Design barrel_shifter_pipe, sky130hd; sources not shown.
### Cell classes on the final placement, run 1

The bar under the picture is 20 µm long.
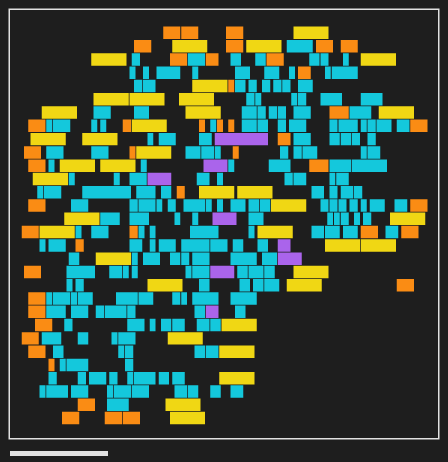
| class | colour | cells | share of their area |
|---|---|---|---|
| remaining buffers and delay cells | orange | 45 | 13% |
| clock drivers and dummy loads | purple | 8 | 4.0% |
| sequential cells | yellow | 38 | 27% |
| combinational and other logic | cyan | 221 | 56% |
Core Area: 6790 µm²
final non-filler cell area: 2970 µm²
fin util: 0.438

### Register map, names as in the netlist, run 1

The bar under the picture is 20 µm long. Other sequential cells in the stronger grey, the rest of the logic in the fainter grey.
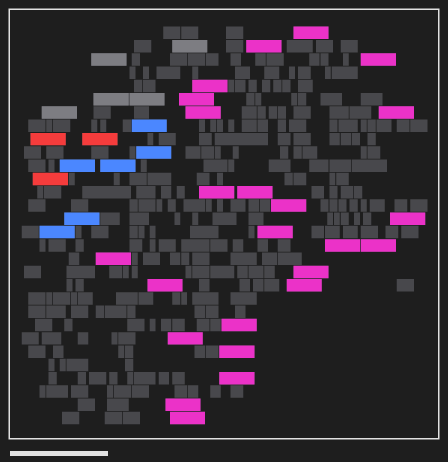
| signal | colour | placed flops |
|---|---|---|
| g_stage.u_stage/amt | red | 3 |
| g_stage.u_stage/data | magenta | 24 |
| g_stage.u_stage/mode | blue | 6 |
not coloured: 5
total sequential power: 623 µW
Seq area share: 0.256
FF+latch area: 761 µm²

### Routing congestion, run 1

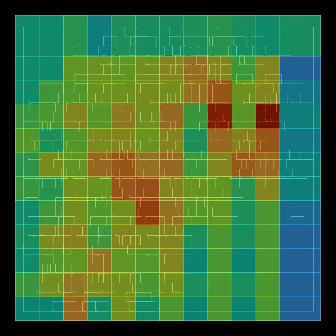
GR Layer Usage met1: 0.233
WL/cell: 14.9 µm
met2 GRT Util: 0.255

### Signal wires by layer, run 1

The bar under the picture is 20 µm long. Two of the layers only.
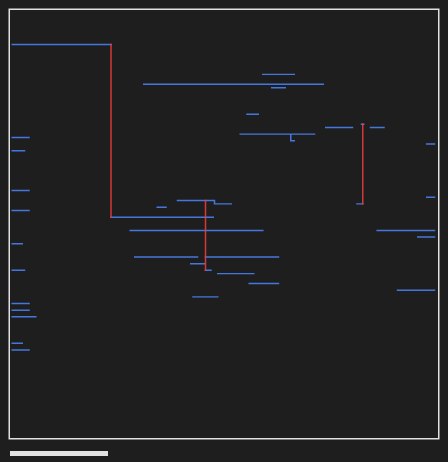
| layer | colour | wire length |
|---|---|---|
| metal 4 | red | 66.0 µm |
| metal 3 | blue | 268 µm |
GRT Total Usage: 0.164
total number of vias: 2,192
final wirelength: 6060 µm

==> results.yml, run 1 <==
# physical design summary
final_timing:
  holdWs_ns: 0.261
  drv_slew: 0
  period_used_share: 0.946
  fin_setup_tns_ns: 0
  setup_violations: 0
  rsz0062_at_grt: "no"
  worst_pin_slew_ns: 0.648
  setup_ws_ns: 0.152
  slew_headroom: 0.567
  fin_crit_ns: 2.65
  fmax_ghz: 0.378
  hold_violations: 0
cts:
  cts_tree: "done"
  h-tree-depth: 2
  clk_path_buf_depth: 2
  post_cts_resized: 0
  path_clk_slew_ns: 0.08
  post_cts_buffers: 0
  cts_root_buf: "clkbuf_8"
  clock_latency_ns: 0.29
  hold_buffers: 0
  cts_inserted_buffers: 5
  clock_sinks: 38
logic_synthesis:
  yosysWarnings: 6
  avgSynthCellArea_um2: 8.90
  synth_area_um2: 2450
  netlist_instances: 275
  synth.net_count: 293
drt:
  ant_nets: 0
  drc_errors: 0
  dr.pass1.iters: 4
  vias_per_cell: 5.37
  drt_first_iter_violations: 81
placed_design:
  dpl.hpwl_um: 4510
  io_buffer_count: 29
  gp_congestion: 0.785
  dp_slack_ns: 0.0947
  post_dp_cell_area_um2: 2860
critical_path:
  cp-end-kind: "output pin"
  ff2ff_setup_slack_ns: 0.69
  worstRegToRegCells: 6
  critical_path_class: "input pin to output pin"
  cp.arrival_ns: 1.89
  path_max_fanout: 7
  critical_path_required_ns: 2.04
  critPathLaunchType: "input pin"
final_layout:
  diodes: 0
  drive_gt1_frac: 0.144
  lay_top_cells: "38 x dfxtp_1, 34 x nor2_1, 29 x clkdlybuf4s50_1"
  syn2layout_area_growth_pct: 21.4
  lay_top_count: "dfxtp_1"
  largest_register_ffs: 24
  nNetsFinal: 329
power:
  power.density_nw_per_um2: 458
  power.static_leakage_uw: 0.00122
  ir_drop_v: 0.000272
global_routing:
  grt_overflow: 0
  grt_pass1_wl_um: 10000
  grt_max_degree: 14
  grt_antenna_before_repair: 0
  grt_pass1_vias: 2039
job:
  warning_count: 26
  drv_cap: 0
worst_hold_path:
  hold_class: "flop to flop"
  min_path_cells: 2
die:
  die-area_um2: 7680
  core.rowCount: 30
  fp_util: 0.360
  die_w_um: 87.6
  dieHeight_um: 87.6
  ios: 30
run_status:
  outcome: "complete, no violations"
## run 1: cell type report
class | instances | area (µm²)
plain buffers | 16 | 91.3
clock buffers | 5 | 68.8
clock inverters | 3 | 45.0
fillers | 687 | 3820
inverters | 7 | 26.3
multi-input cells | 214 | 1570
flip-flops and latches | 38 | 761
well taps | 96 | 120
repair buffers | 29 | 290
## run 1: routing by layer
metal	GRT usage	vias up	share of wire
met5	0	-	0
met4	0.0448	0	0.011
met3	0.0311	7	0.044
met2	0.255	52	0.44
met1	0.233	1032	0.50
li1	-	1101	-
## run 1: where the power goes
| part | internal [µW] | switching [µW] | total, µW |
|---|---|---|---|
| registers | 577 | 46.7 | 623 |
| clock network | 265 | 203 | 468 |
| logic | 136 | 135 | 271 |
## run 1: stage by stage
step                      utilization  cells  power [µW]
final                           0.438    408        1360
after global routing            0.438    408        1430
after CTS                       0.438    408        1370
after floorplan                     -    275         803
after detailed placement        0.421    400         906
after global placement          0.421    400         902
## run 1: critical path: stages
cell             delay (ns)
clkdlybuf4s50_1        0.51
nor2b_4                0.06
inv_1                  0.18
clkdlybuf4s50_1        0.58
## Run 2: what changed since run 1
--- a/config.mk
+++ b/config.mk
@@ -9,6 +9,7 @@
 export CORE_MARGIN = 2
 export CORE_UTILIZATION = 35
 export CTS_CLUSTER_DIAMETER = 100
+export CTS_CLUSTER_SIZE = 8
 export DETAILED_ROUTE_END_ITERATION = 6
 export GPL_TIMING_DRIVEN = 0
 export PLACE_DENSITY = 0.58
### Cell classes on the final placement, run 2

The bar under the picture is 20 µm long.
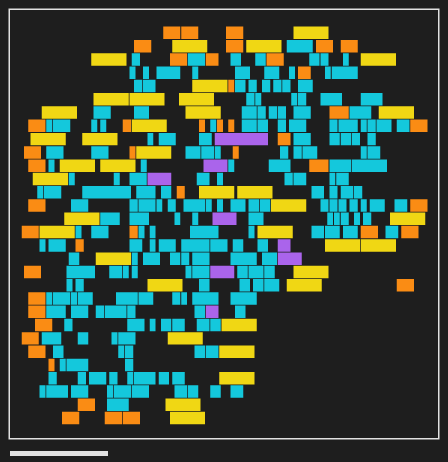
| class | colour | cells | share of their area |
|---|---|---|---|
| sequential cells | yellow | 38 | 27% |
| clock drivers and dummy loads | purple | 8 | 4.0% |
| combinational and other logic | cyan | 221 | 56% |
| remaining buffers and delay cells | orange | 45 | 13% |
Rows: 30

### Signal wires by layer, run 2

The bar under the picture is 20 µm long. Two of the layers only.
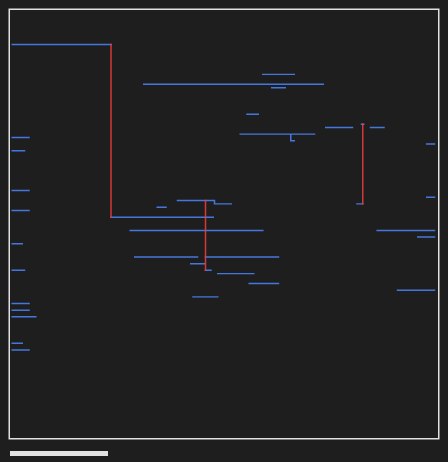
| layer | colour | wire length |
|---|---|---|
| metal 3 | blue | 268 µm |
| metal 4 | red | 66.0 µm |

### Routing congestion, run 2

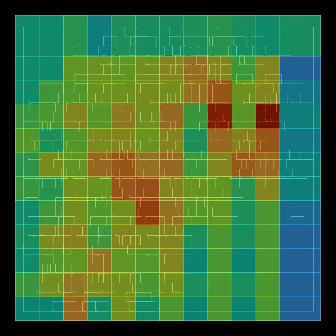
routing usage on met3: 0.0311
busiest grt layer: met2

==> results.yml, run 2 <==
# physical design summary
die:
  fp_util: 0.360
  coreArea_um2: 6790
  die-area_um2: 7680
  die_w_um: 87.6
  ios: 30
  dieHeight_um: 87.6
cts:
  cts_root_buf: "clkbuf_8"
  cts_inserted_buffers: 5
  post_cts_resized: 0
  cts_tree: "done"
  hold_buffers: 0
  post_cts_buffers: 0
  path_clk_slew_ns: 0.08
  clock_sinks: 38
  clock_latency_ns: 0.29
  clk_path_buf_depth: 2
  h-tree-depth: 2
final_layout:
  nNetsFinal: 329
  logic_area_um2: 1570
  largest_register_ffs: 24
  drive_gt1_frac: 0.144
  final_area_um2: 2970
  diodes: 0
  syn2layout_area_growth_pct: 21.4
  lay_top_count: "dfxtp_1"
  lay_top_cells: "38 x dfxtp_1, 34 x nor2_1, 29 x clkdlybuf4s50_1"
drt:
  routed-wl-met2_um: 2700
  vias_per_cell: 5.37
  wl_um: 6060
  dr_wl_met3_um: 267
  ant_nets: 0
  drc_errors: 0
  dr.pass1.iters: 4
  drt_first_iter_violations: 81
power:
  power.density_nw_per_um2: 458
  swShare: 0.282
  comb_power_share: 0.199
  ir_drop_v: 0.000272
  power.static_leakage_uw: 0.00122
final_timing:
  fin_setup_tns_ns: 0
  fmax_ghz: 0.378
  period_used_share: 0.946
  worst_pin_slew_ns: 0.648
  drv_slew: 0
  setup_violations: 0
  rsz0062_at_grt: "no"
  fin_crit_ns: 2.65
  hold_violations: 0
logic_synthesis:
  yosysWarnings: 6
  avgSynthCellArea_um2: 8.90
  netlist_instances: 275
  synth_area_um2: 2450
critical_path:
  crit_chain: "clkdlybuf4s50_1, nor2b_4, inv_1, clkdlybuf4s50_1"
  cp.arrival_ns: 1.89
  critical_path_depth: 4
  critPathTopFamily: "buffers and inverters"
  crit_path_top_delay_cell: "clkdlybuf4s50_1"
  critPathLaunchType: "input pin"
  ff2ff_setup_slack_ns: 0.69
  cp_common_cell: "clkdlybuf4s50_1"
  worst-path-buf-inv: 3
  critical_path_class: "input pin to output pin"
  path_max_fanout: 7
  worstRegToRegCells: 6
  cp-end-kind: "output pin"
  critical_path_required_ns: 2.04
placed_design:
  gp_congestion: 0.785
  dpl.hpwl_um: 4510
  post_dp_cell_area_um2: 2860
job:
  drv_cap: 0
  warning_count: 26
worst_hold_path:
  min_path_cells: 2
global_routing:
  grt_antenna_before_repair: 0
  grt_pass1_vias: 2039
run_status:
  outcome: "complete, no violations"
## run 2: worst reg2reg max path, cell delays in order, from the launching register on
cell	delay [ns]
dfxtp_1	0.56
and4bb_2	0.28
o21ai_0	0.25
nand3_1	0.16
nor4_2	0.31
nand3_1	0.16
o21ai_1	0.13
## run 2: stage by stage
step	total power (µW)	cells	hold WS, ns	setup WS (ns)
6_report	1360	408	0.261	0.152
3_5_place_dp	906	400	0.254	0.0947
5_1_grt	1430	408	0.291	0.0744
4_1_cts	1370	408	0.266	0.137
2_1_floorplan	803	275	0.255	0.882
3_3_place_gp	902	400	0.249	0.130
## run 2: routing by layer
layer  vias up  GRT usage
met5         -          0
met4         0     0.0448
met3         7     0.0311
met2        52      0.255
met1      1032      0.233
li1       1101          -
## run 2: area by class of cell
type	count	area share
multi-input combinational	214	0.528
sequential	38	0.256
timing repair buffer	29	0.0976
tap	96	0.0404
buffer	16	0.0307
clock buffer	5	0.0231
clock inverter	3	0.0152
inverter	7	0.00884
## run 2: power by group through the flow
| stage | Clock [µW] | Combinational, µW | Sequential, µW |
|---|---|---|---|
| floorplan | 0 | 179 | 623 |
| global placement | 0 | 266 | 635 |
| detailed placement | 0 | 270 | 636 |
| CTS | 479 | 272 | 624 |
| global route | 501 | 297 | 630 |
| finish | 468 | 271 | 623 |
Power figures rest on the tool's default switching activity, not on a simulated workload.
